**config.mk**
```make
export PLATFORM = sky130hd
export DESIGN_NAME = div_clock_rx
export DESIGN_NICKNAME = d
export VERILOG_FILES = /design/src/rtl/div_clock_rx.sv
export SDC_FILE = /design/constraint.sdc
export NUM_CORES = 1
export LEC_CHECK = 0
export ABC_AREA = 1
export ABC_CLOCK_PERIOD_IN_PS = 2800
export CAP_MARGIN = 20
export CORE_MARGIN = 10
export CORE_UTILIZATION = 25
export DETAILED_ROUTE_END_ITERATION = 12
export PLACE_DENSITY = 0.46
export SLEW_MARGIN = 5
export SYNTH_ARGS = -nofsm -noshare
export SYNTH_HDL_FRONTEND = slang
export SYNTH_SLANG_ARGS = --single-unit
```
**constraint.sdc**
```tcl
create_clock -name clock -period 2.8 [get_ports clock]
set_input_delay 0.84 -clock clock [delete_from_list [all_inputs] [get_ports clock]]
set_output_delay 0.84 -clock clock [all_outputs]
set_load 0.01 [all_outputs]
```
**src/rtl/div_clock_rx.sv**
```systemverilog
// Synchronizes the divided clock into the system domain and produces rise/fall ticks,
// a period measurement, and lock / loss-of-clock status.
module div_clock_rx #(
   parameter int SYNC_STAGES  = 2,
   parameter int PERIOD_WIDTH = 20,
   parameter int LOCK_COUNT   = 4,
   parameter int TIMEOUT      = 262144
) (
   input  logic                    clock,
   input  logic                    reset,
   input  logic                    slow_in,
   output logic                    tick,
   output logic                    fall_tick,
   output logic [PERIOD_WIDTH-1:0] period,
   output logic                    period_valid,
   output logic                    locked,
   output logic                    timeout
);

   localparam int MATCH_W = $clog2(LOCK_COUNT + 1);
   localparam int ARM_W   = $clog2(SYNC_STAGES + 2);

   localparam logic [PERIOD_WIDTH-1:0] TIMEOUT_CNT = PERIOD_WIDTH'(TIMEOUT);
   localparam logic [MATCH_W-1:0]      LOCK_MATCH  = MATCH_W'(LOCK_COUNT);
   localparam logic [ARM_W-1:0]        ARM_LAST    = ARM_W'(SYNC_STAGES);

   typedef enum logic [1:0] {
      ST_IDLE,
      ST_MEASURE,
      ST_LOCKED,
      ST_LOST
   } state_t;

   logic [SYNC_STAGES-1:0]  sync_q;
   logic                    sync_last;
   logic                    hist_q;
   logic                    rise_evt;
   logic                    fall_evt;
   logic                    armed;
   logic [ARM_W-1:0]        arm_cnt;
   logic [PERIOD_WIDTH-1:0] cnt_q;
   logic [MATCH_W-1:0]      match_q;
   logic [MATCH_W-1:0]      match_d;
   state_t                  state_q;
   state_t                  state_d;
   logic                    load_period;
   logic                    valid_d;
   logic                    in_tol;
   logic                    timeout_hit;

   assign sync_last = sync_q[SYNC_STAGES-1];

   // Edge events are registered once more so every status update lands on the tick edge.
   always_ff @(posedge clock or negedge reset) begin
      if (!reset) begin
         sync_q   <= '0;
         hist_q   <= 1'b0;
         rise_evt <= 1'b0;
         fall_evt <= 1'b0;
      end else begin
         sync_q   <= {sync_q[SYNC_STAGES-2:0], slow_in};
         hist_q   <= sync_last;
         rise_evt <= armed & sync_last & ~hist_q;
         fall_evt <= armed & ~sync_last & hist_q;
      end
   end

   // Arming waits until the synchronizer holds only post-reset samples.
   always_ff @(posedge clock or negedge reset) begin
      if (!reset) begin
         arm_cnt <= '0;
         armed   <= 1'b0;
      end else if (!armed) begin
         if (arm_cnt == ARM_LAST) begin
            armed <= 1'b1;
         end else begin
            arm_cnt <= arm_cnt + 1'b1;
         end
      end
   end

   // Count starts at 1 on the tick edge so at the next tick it equals the edge distance.
   always_ff @(posedge clock or negedge reset) begin
      if (!reset) begin
         cnt_q <= '0;
      end else if (!armed || rise_evt) begin
         cnt_q <= PERIOD_WIDTH'(1);
      end else if (cnt_q != '1) begin
         cnt_q <= cnt_q + 1'b1;
      end
   end

   assign in_tol = ({1'b0, cnt_q} <= ({1'b0, period} + 1'b1)) &&
                   ({1'b0, period} <= ({1'b0, cnt_q} + 1'b1));
   assign timeout_hit = armed && (cnt_q >= TIMEOUT_CNT);

   always_ff @(posedge clock or negedge reset) begin
      if (!reset) begin
         state_q <= ST_IDLE;
      end else begin
         state_q <= state_d;
      end
   end

   // A tick always takes priority over the timeout check in the same cycle.
   always_comb begin
      state_d     = state_q;
      match_d     = match_q;
      valid_d     = period_valid;
      load_period = 1'b0;
      case (state_q)
         ST_IDLE, ST_LOST: begin
            if (rise_evt) begin
               state_d = ST_MEASURE;
               match_d = '0;
            end else if (timeout_hit && state_q == ST_IDLE) begin
               state_d = ST_LOST;
               valid_d = 1'b0;
            end
         end
         ST_MEASURE: begin
            if (rise_evt) begin
               load_period = 1'b1;
               valid_d     = 1'b1;
               if (period_valid && in_tol) begin
                  match_d = match_q + 1'b1;
               end else begin
                  match_d = MATCH_W'(1);
               end
               if (match_d == LOCK_MATCH) begin
                  state_d = ST_LOCKED;
               end
            end else if (timeout_hit) begin
               state_d = ST_LOST;
               valid_d = 1'b0;
            end
         end
         ST_LOCKED: begin
            if (rise_evt) begin
               load_period = 1'b1;
               if (!in_tol) begin
                  state_d = ST_MEASURE;
                  match_d = MATCH_W'(1);
               end
            end else if (timeout_hit) begin
               state_d = ST_LOST;
               valid_d = 1'b0;
            end
         end
         default: begin
            state_d = ST_IDLE;
         end
      endcase
   end

   always_ff @(posedge clock or negedge reset) begin
      if (!reset) begin
         tick         <= 1'b0;
         fall_tick    <= 1'b0;
         period       <= '0;
         period_valid <= 1'b0;
         match_q      <= '0;
      end else begin
         tick         <= rise_evt;
         fall_tick    <= fall_evt;
         period_valid <= valid_d;
         match_q      <= match_d;
         if (load_period) begin
            period <= cnt_q;
         end
      end
   end

   assign locked  = (state_q == ST_LOCKED);
   assign timeout = (state_q == ST_LOST);

endmodule

```
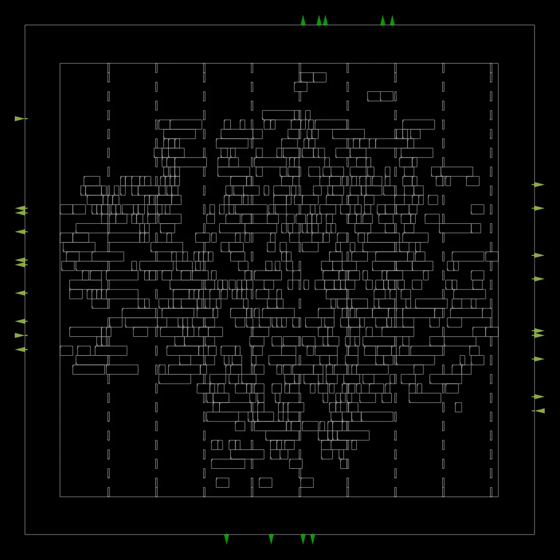
run_1/placement.png
# rows: 46
flop count: 56
final core occ: 35.5%

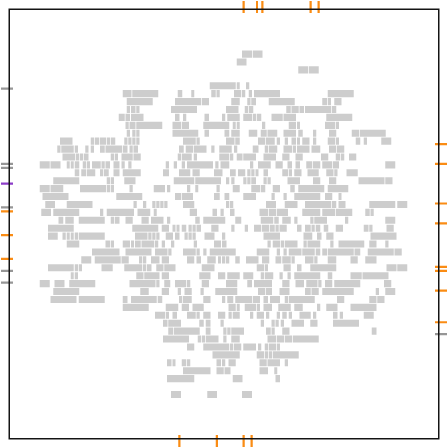
run_1/io_placement.png
Pins as bars across the die edge, other pins in gray.
- purple: `timeout` (pins 1; direction output; edge left)
- orange: `period` (pins 20; direction output; edge 8 right, 5 top, 4 bottom, 3 left)
- all pins by edge: 10 left, 9 right, 5 top, 4 bottom
Die Wd: 147 µm
Die H: 147 µm
port bufs: 27

==> results.sh, run 1 <==
# flow metrics
export IMPL_outcome="finished, violations left"
export IMPL_violations="negative setup slack"
export IMPL_synthMuxAreaShare_pct=1.39
export IMPL_fin_crit_ns=3.05
export IMPL_top_usage_layer="met2"
export IMPL_synth_warnings=0
export IMPL_met2_length_um=5350
export IMPL_viasPerCell=4.37
export IMPL_highest_layer="met4"
export IMPL_reg2reg_to="state_q[1]"
export IMPL_track_usage_pct=11.3
export IMPL_ys_types=34
export IMPL_synth_avg_cell_area_um2=8.06
export IMPL_crit_path_end="state_q[1]"
export IMPL_p_leak_nw=2.79
export IMPL_final_area_um2=5620
export IMPL_coreArea_um2=15800
export IMPL_maxSlewViolCount=0
export IMPL_crit_path_end_kind="flop"
export IMPL_routed_wl_um=11800
export IMPL_max_freq_ghz=0.328
export IMPL_synthCells=501
export IMPL_cp_max_fo=3
export IMPL_ys_seq_share_pct=34.7
export IMPL_wl_met3_um=429
export IMPL_reg2reg_setup_slack_ns=-0.25
export IMPL_compound_area_share_pct=9.80
export IMPL_htreeDepth=2
export IMPL_drc=0
export IMPL_adder_share_pct=14.6
export IMPL_worst_slew_pin_slew_ns=0.486
export IMPL_cap_violations=0
export IMPL_cellPowerDensity_nw_per_um2=618
export IMPL_grt_use_met3_pct=2.24
export IMPL_hold_class="in2async"
export IMPL_place_congestion=0.869
export IMPL_ys_cells=501
export IMPL_syn_nets=551
export IMPL_ctsResizeCount=28
export IMPL_maxSlewHeadroom_pct=67.6
export IMPL_yosys_dominant_comb_family="simple AND/OR/NAND/NOR gates"
export IMPL_setup_worst_path_start="cnt_q[1]"
export IMPL_grt_pass1_wl_um=19900
export IMPL_diodes=0
export IMPL_use_met1_pct=15.3
export IMPL_num_vias=3641
export IMPL_overflow=0
export IMPL_cts_setup_buffers=5
export IMPL_wl_per_cell_um=14.1
export IMPL_dr_pass1_iters=4
export IMPL_rsz0062_at_grt="true"
export IMPL_antenna_found_initial=0
export IMPL_required_ns=2.99
export IMPL_use_met2_pct=18.1
export IMPL_grt_pass1_vias=3824
export IMPL_detail_route_antenna_nets=0
export IMPL_synth_seq_cells=56
export IMPL_xor_area_share_pct=7.16
export IMPL_grt_max_degree=36
export IMPL_cts_buffers=5
export IMPL_clock_sinks=56
export IMPL_nets=666
export IMPL_reg2reg_depth=24
export IMPL_io_pins=28
export IMPL_setup_violations=5
export IMPL_syn2layout_area_growth_pct=39.2
export IMPL_ys_area_um2=4040
export IMPL_netlist_area_um2=4040
export IMPL_peakVddDrop_mv=0.521
export IMPL_start_kind="flop"
export IMPL_final_cell_mix="nand2_1, buf_4, inv_1"
export IMPL_clkLatencyLatePin_ns=0.30
export IMPL_rr_startpoint="cnt_q[1]"
export IMPL_fp_utilization_pct=25.5
export IMPL_dpl_instance_area_um2=5120
export IMPL_drive_gt1_share_pct=27.6
export IMPL_cts_tree="yes"
export IMPL_ys_sh_simple_pct=25.1
export IMPL_cts_root_buffer="clkbuf_16"
export IMPL_lay_top_count="nand2_1"
export IMPL_worst_slack_ns=-0.245
export IMPL_post_dp_hpwl_um=9240
export IMPL_clkTransAtPathRegs_ns=0.07
export IMPL_critPathArrivalTime_ns=3.24
export IMPL_die_area_um2=21600
export IMPL_period_used_pct=109
export IMPL_hold_buffers=0
export IMPL_drt_iter0_markers=140
export IMPL_wl_met1_um=5830
export IMPL_warnings=31
export IMPL_worstSetupPathType="reg2reg"
export IMPL_cts_max_path_buffers=2
export IMPL_final_hold_viol_count=0
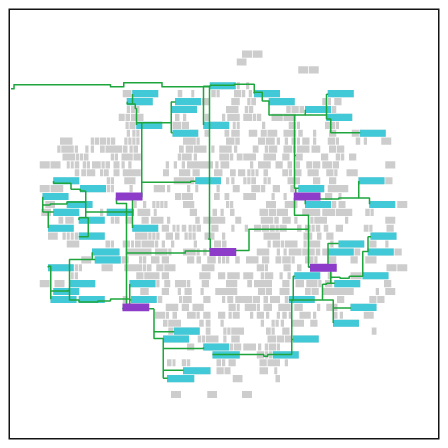
run_1/clk_routes.png
- green: clock wires (length 887 µm)
- cyan: flip-flops (count 56)
- purple: clock drivers (count 5)
- routed clock nets: 6
Clk pwr share: 21.0%
Clock Power: 730 µW
Fin Clk Skew: 0.00865 ns

[run 1: worst max-delay path: stages, from the launching register on]
cell and delay [ns]:
dfrtp_1 0.42, nand3_2 0.13, nor2_4 0.18, buf_6 0.12, nand4_1 0.17, nor2_1 0.15, nand2_1 0.12, nor3_2 0.18
xor2_1 0.21, ha_1 0.28, nand3_2 0.08, inv_2 0.05, nand2_4 0.06, buf_6 0.09, nor2_4 0.02, nand2_2 0.05
nand2_2 0.06, nand2_4 0.08, nand3_4 0.08, nor2_4 0.09, nand2_1 0.06, nand2_2 0.08, nand2_2 0.05, nand2_1 0.05
nand2_1 0.06
[run 1: layout make-up]
type	count	area, µm²
timing repair buffer	115	941
multi-input combinational	367	2560
inverter	71	267
clock buffer	5	125
sequential	56	1410
clock inverter	3	42.5
fill	1640	10200
tap	216	270
[run 1: synth_stat cells]
master | n | area share [%]
clkbuf_1 | 7 | 0.65
nand4_1 | 8 | 1.2
nor2_1 | 38 | 3.5
nand3b_2 | 1 | 0.28
mux2_2 | 5 | 1.4
inv_2 | 5 | 0.47
dfrtp_1 | 56 | 35
nor2_8 | 1 | 0.50
nand3_2 | 3 | 0.74
nor4_1 | 1 | 0.16
a21oi_1 | 22 | 2.7
nand3_1 | 21 | 2.6
nor2_4 | 3 | 0.84
o21ai_4 | 1 | 0.40
o21ai_2 | 1 | 0.22
o32ai_1 | 1 | 0.22
a21o_1 | 2 | 0.37
nand3b_1 | 1 | 0.19
nand3_4 | 1 | 0.43
nor4_2 | 2 | 0.62
o21bai_1 | 2 | 0.37
xor2_1 | 28 | 6.1
o21ai_0 | 37 | 4.6
nand2_2 | 10 | 1.5
nor2_2 | 5 | 0.77
nand2_1 | 99 | 9.2
inv_1 | 66 | 6.1
o21ai_1 | 2 | 0.25
o21a_1 | 1 | 0.19
nand2_4 | 3 | 0.84
nor3_1 | 13 | 1.6
o22ai_1 | 3 | 0.47
xnor2_1 | 5 | 1.1
ha_1 | 47 | 15
[run 1: per-stage QoR]
step | total power, mW | setup slack (ns) | std cells | hold WS, ns | setup TNS [ns]
after floorplan | 2.04 | 0.0115 | 501 | 0.331 | 0
after global routing | 3.80 | -0.463 | 833 | 0.354 | -2.05
final | 3.47 | -0.245 | 833 | 0.353 | -0.898
after detailed placement | 2.57 | -0.336 | 811 | 0.347 | -1.40
after CTS | 3.44 | -0.199 | 824 | 0.351 | -0.669
after global placement | 2.55 | -0.295 | 811 | 0.333 | -1.28
[run 1: state kept, by name (all words and copies together) (netlist names)]
name / count
arm_cnt: 2
armed: 1
cnt_q: 20
fall_evt: 1
fall_tick: 1
hist_q: 1
match_q: 3
period: 20
period_valid: 1
rise_evt: 1
state_q: 2
sync_q: 2
tick: 1
[run 1: cell families (layout without fill, tap and decap cells)]
family / after synthesis / count (layout)
multiplexers: 5 / 5
adder cells (fa/ha/maj): 47 / 47
flip-flops: 56 / 56
buffers and inverters: 78 / 194
AND-OR/OR-AND: 72 / 72
AND/OR/NAND/NOR: 210 / 210
XOR/XNOR: 33 / 33
[run 1: power breakdown]
part / internal, mW / switching, mW / total (mW)
Sequential: 0.908 / 0.116 / 1.02
Combinational: 0.727 / 0.992 / 1.72
Clock: 0.421 / 0.309 / 0.730
run_1/io_fan.png
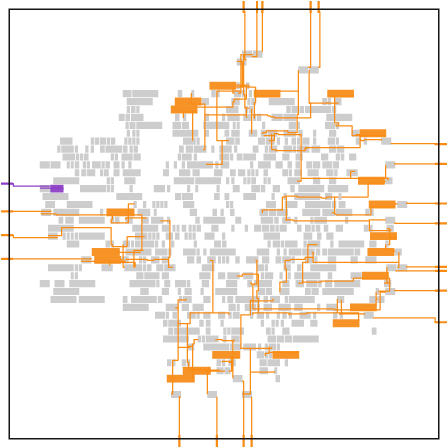

==> inputs of run 2 (changes only) <==
- CORE_UTILIZATION: 25 -> 50
- PLACE_DENSITY: 0.46 -> 0.76
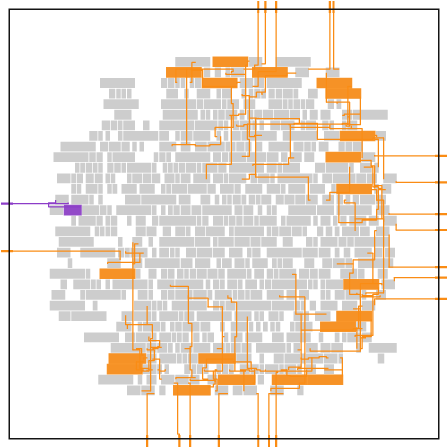
run_2/io_fan.png
- purple: `timeout` (direction output; end cells 1; buffers 1; wire 26.5 µm)
- orange: `period` (direction output; end cells 20; buffers 38; wire 1460 µm)
io pins: 28

==> run 2 against run 1 <==
Against the previous run: the flow still finishes with violations (negative setup slack); maximum frequency decreased by 1.1%; wire length about the same; sequential power about the same; hold slack improved by 0.0097 ns; largest cell class unchanged; power decreased by 1.6%; clock power decreased by 35%; cell count decreased by 13%; combinational power increased by 12%; final area decreased by 2.1%; non-clock buffer count increased by 3; count of clock-buffer cells in the layout unchanged.
==> results.sh, run 2 <==
# flow metrics
export IMPL_num_vias=3927
export IMPL_dr_pass1_iters=5
export IMPL_cpPeakStageDelay_ns=0.46
export IMPL_detail_route_antenna_nets=0
export IMPL_cts_root_buffer="clkbuf_8"
export IMPL_clock_sinks=56
export IMPL_setup_violations=5
export IMPL_fp_utilization_pct=51.7
export IMPL_ys_area_um2=4040
export IMPL_worst_slew_pin_slew_ns=0.610
export IMPL_synth_top_area_share_pct=34.7
export IMPL_final_cell_mix="nand2_1, buf_4, inv_1"
export IMPL_grt_pass1_vias=3820
export IMPL_edf_count=0
export IMPL_rows=32
export IMPL_syn2layout_area_growth_pct=36.2
export IMPL_ys_cells=501
export IMPL_max_freq_ghz=0.325
export IMPL_drt_iter0_markers=247
export IMPL_period_used_pct=110
export IMPL_viasPerCell=5.44
export IMPL_finalHoldWorstSlack_ns=0.362
export IMPL_warnings=31
export IMPL_grt_pass1_wl_um=18200
export IMPL_grt_max_degree=33
export IMPL_antenna_found_initial=0
export IMPL_rsz0062_at_grt="true"
export IMPL_cts_max_path_buffers=2
export IMPL_crit_top_cell="nand2_1"
export IMPL_ys_flop_type="dfrtp_1"
export IMPL_fin_crit_ns=3.08
export IMPL_io_buffer_count=27
export IMPL_start_kind="flop"
export IMPL_synthArstFlopShare_pct=100
export IMPL_final_setup_skew_ns=0.00733
export IMPL_preCtsSetupSlack_ns=-0.375
export IMPL_track_usage_pct=18.6
export IMPL_wl_per_cell_um=16.3
export IMPL_synth_seq_cells=56
export IMPL_die_area_um2=12100
export IMPL_violations="negative setup slack"
export IMPL_clkLatencyLatePin_ns=0.32
export IMPL_outcome="finished, violations left"
export IMPL_htreeDepth=2
export IMPL_routed_wl_um=11800
export IMPL_required_ns=3.02
export IMPL_post_dp_hpwl_um=8480
export IMPL_path_cells="ha_4 -> nand2_4 -> nor2_4 -> nand2_4 -> nor3_4 -> buf_6 -> nand4_1 -> xor2_1 -> inv_2 -> ha_4 -> a21o_1 -> a21oi_1 -> nand2_1 -> nand2_1 -> nand2_2 -> nand2_4 -> nand3_4 -> nor2_4 -> nand2_1 -> nand2_2 -> nand2_2 -> nand2_1 -> nand2_1"
export IMPL_maxSlewHeadroom_pct=59.3
export IMPL_drc=0
export IMPL_critPathArrivalTime_ns=3.30
export IMPL_top_cell="nand2_1"
export IMPL_reg_top3="cnt_q: 20 flops, period: 20 flops, match_q: 3 flops"
export IMPL_worst_slack_ns=-0.278
export IMPL_cap_violations=0
export IMPL_syn_nets=551
export IMPL_dpl_instance_area_um2=4960
export IMPL_clkTransAtPathRegs_ns=0.11
export IMPL_final_area_um2=5500
export IMPL_maxSlewViolCount=0
export IMPL_cts_buffers=5
export IMPL_cp_max_fo=3
export IMPL_place_congestion=0.938
export IMPL_worstSetupPathType="reg2reg"
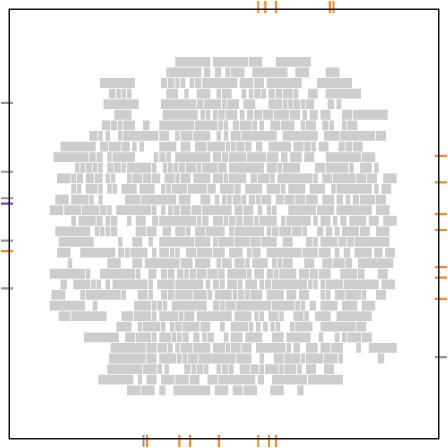
run_2/io_placement.png
Pins as bars across the die edge, other pins in gray.
- purple: `timeout` (pins 1; direction output; edge left)
- orange: `period` (pins 20; direction output; edge 7 bottom, 7 right, 5 top, 1 left)
- all pins by edge: 8 bottom, 8 right, 7 left, 5 top
Die Wd: 110 µm
Die H: 110 µm

run 2: cell type report:
type                            count  area, µm²
Clock buffer                        5       68.8
Clock inverter                      3       23.8
Fill cell                         580       2310
Inverter                           71        267
Multi-Input combinational cell    367       2630
Sequential cell                    56       1410
Tap cell                          102        128
Timing Repair Buffer              118        972
run 2: cells by family (layout without fill, tap and decap cells):
kind of cell	Yosys count	count (layout)	synth area share [%]
and+or+nand+nor	210	210	25.1
buffers and inverters	78	197	7.25
AOI/OAI and AO/OA	72	72	9.80
DFF	56	56	34.7
adders and majority gates	47	47	14.6
xor gates and xnor gates	33	33	7.16
muxes	5	5	1.39
run 2: power breakdown:
group | internal, mW | leakage, nW | switching [mW] | total, mW
logic | 0.824 | 2.04 | 1.09 | 1.92
registers | 0.907 | 0.734 | 0.114 | 1.02
clock network | 0.178 | 0.0404 | 0.300 | 0.478
total | 1.91 | 2.82 | 1.51 | 3.42
run 2: timing repair:
item | 4_1_cts | 5_1_grt
endpoints found under the setup margin | 5 | 5
gates resized | 28 | 31
pin swaps | 9 | 15
setup buffers | 11 | 10
run 2: worst paths after layout:
path                       slack [ns]       from  cells after the start    endpoint
hold reg to reg                  0.36  sync_q[0]                      0   sync_q[1]
setup / recovery                -0.28   cnt_q[1]                     23  state_q[0]
hold / removal                   0.36  sync_q[0]                      0   sync_q[1]
max in group asynchronous        1.70      reset                      2   cnt_q[17]
setup reg to reg                -0.28   cnt_q[1]                     23  state_q[0]
min in group asynchronous        0.51      reset                      1   period[7]
run 2: routing by layer:
metal | up-vias | track usage (%) | routed length, µm
met5 | - | 0 | 0
met3 | 42 | 3.34 | 728
li1 | 1866 | - | -
met1 | 1881 | 21.9 | 4630
met4 | 0 | 6.97 | 486
met2 | 138 | 32.9 | 5940
run 2: critical path, delay by kind of cell, from the launching register on:
kind                       cells  cell delay [ns]
and+or+nand+nor               16             1.34
xor gates and xnor gates       1             0.20
adders and majority gates      2             0.41
AOI/OAI and AO/OA              2             0.33
DFF                            1             0.46
buffers and inverters          2             0.20
run 2: stage by stage:
| stage | power, mW | utilization (%) | cells | setup TNS (ns) |
|---|---|---|---|---|
| after floorplan | 2.04 | - | 501 | 0 |
| after global placement | 2.51 | 63.5 | 693 | -1.40 |
| after detailed placement | 2.58 | 63.5 | 693 | -1.67 |
| after CTS | 3.14 | 67.5 | 712 | -0.497 |
| after global routing | 3.67 | 70.4 | 722 | -2.47 |
| final | 3.42 | 70.4 | 722 | -1.32 |
run_2/clk_routes.png
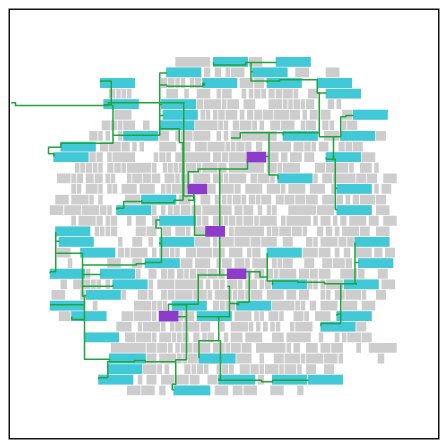

==> inputs of run 3 (changes only) <==
- SKIP_CTS_REPAIR_TIMING: not set -> 1
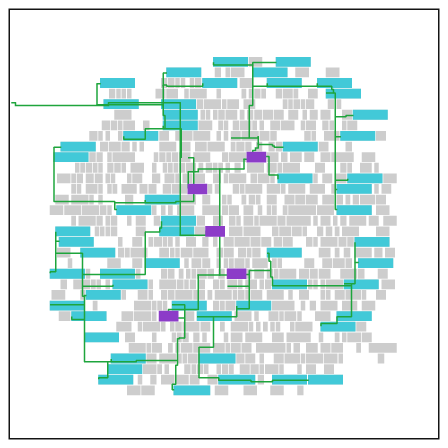
run_3/clk_routes.png
- green: clock wires (length 769 µm)
- cyan: flip-flops (count 56)
- purple: clock drivers (count 5)
- routed clock nets: 6
- flops lie: widely spread
clk ins delay skew pair: 0.32 ns
Fin Clk Skew: 0.00507 ns
Clock Power: 476 µW
Clk pwr share: 15.1%

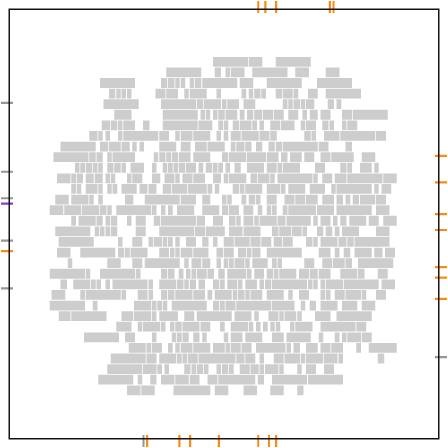
run_3/io_placement.png
Pins as bars across the die edge, other pins in gray.
- purple: `timeout` (pins 1; direction output; edge left)
- orange: `period` (pins 20; direction output; edge 7 bottom, 7 right, 5 top, 1 left)

==> run 3 against run 2 <==
Against the previous run: the flow still finishes with violations (negative setup slack); clock power hardly changed; sequential power about the same; combinational power fell by 12%; die size unchanged; wire length decreased by 9.0%; hold slack worse by 0.00067 ns; critical path depth unchanged; largest power group unchanged; highest routed layer unchanged.
==> results.sh, run 3 <==
# flow metrics
export IMPL_outcome="finished, violations left"
export IMPL_violations="negative setup slack"
export IMPL_viasPerCell=5.25
export IMPL_preCtsSetupSlack_ns=-0.375
export IMPL_drt_iter0_markers=168
export IMPL_ys_flop_type="dfrtp_1"
export IMPL_io_buffer_count=27
export IMPL_max_freq_ghz=0.320
export IMPL_io_pins=28
export IMPL_clkTransAtPathRegs_ns=0.11
export IMPL_cts_max_path_buffers=2
export IMPL_wl_per_cell_um=15.1
export IMPL_die_w_um=110
export IMPL_top_cell="nand2_1"
export IMPL_reg2reg_setup_slack_ns=-0.32
export IMPL_cts_root_buffer="clkbuf_8"
export IMPL_grt_pass1_vias=3717
export IMPL_crit_path_end_kind="flop"
export IMPL_htreeDepth=2
export IMPL_utilization_pct=66.4
export IMPL_power_mw=3.16
export IMPL_maxSlewHeadroom_pct=60.3
export IMPL_critPathArrivalTime_ns=3.34
export IMPL_rows=32
export IMPL_warnings=30
export IMPL_dr_pass1_iters=4
export IMPL_required_ns=3.02
export IMPL_synthArstFlopShare_pct=100
export IMPL_drc=0
export IMPL_post_dp_hpwl_um=8480
export IMPL_track_usage_pct=18.0
export IMPL_cap_violations=0
export IMPL_worst_slack_ns=-0.323
export IMPL_num_vias=3719
export IMPL_cp_max_fo=3
export IMPL_period_used_pct=112
export IMPL_reg_top3="cnt_q: 20 flops, period: 20 flops, match_q: 3 flops"
export IMPL_maxSlewViolCount=0
export IMPL_grt_max_degree=33
export IMPL_p_comb_share_pct=53.4
export IMPL_cpPeakStageDelay_ns=0.41
export IMPL_intPower_mw=1.80
export IMPL_edf_count=0
export IMPL_grt_pass1_wl_um=17600
export IMPL_switchingPower_mw=1.37
export IMPL_syn2layout_area_growth_pct=28.5
export IMPL_peakVddDrop_mv=0.560
export IMPL_place_congestion=0.938
export IMPL_start_kind="flop"
export IMPL_synth_seq_cells=56
export IMPL_rsz0062_at_grt="true"
export IMPL_swShare_pct=43.2
export IMPL_ys_area_um2=4040
export IMPL_ys_cells=501
export IMPL_setup_violations=5
export IMPL_antenna_found_initial=0
export IMPL_worstSetupPathType="reg2reg"
export IMPL_worst_slew_pin_slew_ns=0.595
export IMPL_syn_nets=551
export IMPL_die_area_um2=12100
[run 3: layout make-up]
type / count / area (µm²)
sequential: 56 / 1410
tap: 102 / 128
multi-input combinational: 367 / 2440
clock buffer: 5 / 68.8
inverter: 71 / 267
fill: 654 / 2620
clock inverter: 3 / 23.8
timing repair buffer: 104 / 856
[run 3: power groups by stage]
stage,registers [mW],clock network (mW),logic [mW]
3_5_place_dp,1.01,0,1.57
2_1_floorplan,1.04,0,1.01
4_1_cts,0.994,0.480,1.58
3_3_place_gp,1.01,0,1.51
6_report,0.999,0.476,1.69
5_1_grt,1.01,0.511,1.89
[run 3: cells by family (layout without fill, tap and decap cells)]
group,Yosys count,in the layout,share of synthesized area (%)
multiplexers,5,5,1.39
AND-OR/OR-AND,72,72,9.80
flip-flops,56,56,34.7
AND/OR/NAND/NOR,210,210,25.1
buffers and inverters,78,183,7.25
XOR/XNOR,33,33,7.16
adder cells (fa/ha/maj),47,47,14.6
[run 3: path summary, 6_finish.rpt]
| kind | from | endpoint | cells after the start |
|---|---|---|---|
| max | cnt_q[1] | state_q[0] | 23 |
| min | sync_q[0] | sync_q[1] | 0 |
| max reg2reg | cnt_q[1] | state_q[0] | 23 |
| min reg2reg | sync_q[0] | sync_q[1] | 0 |
| max in group asynchronous | reset | cnt_q[17] | 2 |
| min in group asynchronous | reset | period[7] | 1 |
[run 3: metrics by stage]
stage / std cells / area [µm²] / hold WS (ns) / TNS [ns]
after floorplan: 501 / 4050 / 0.331 / 0
after global placement: 693 / 4960 / 0.334 / -1.40
after detailed placement: 693 / 4960 / 0.339 / -1.67
after CTS: 701 / 5050 / 0.365 / -1.82
after global routing: 708 / 5190 / 0.367 / -2.79
final: 708 / 5190 / 0.362 / -1.50
[run 3: worst max-delay path, delay by kind of cell, from the launching register on]
| kind | cells | cell delay, ns |
|---|---|---|
| fa+ha+maj | 2 | 0.52 |
| xor+xnor | 1 | 0.21 |
| compound gates | 1 | 0.04 |
| buf+inv | 2 | 0.31 |
| flops | 1 | 0.41 |
| simple gates | 17 | 1.52 |
[run 3: metal layers]
layer | track usage, % | up-vias | share of wire [%]
met4 | 6.60 | 0 | 2.6
met3 | 3.28 | 26 | 5.5
li1 | - | 1841 | -
met5 | 0 | - | 0
met2 | 31.5 | 86 | 49
met1 | 21.6 | 1766 | 43
Power is estimated from default activity; no workload was simulated.
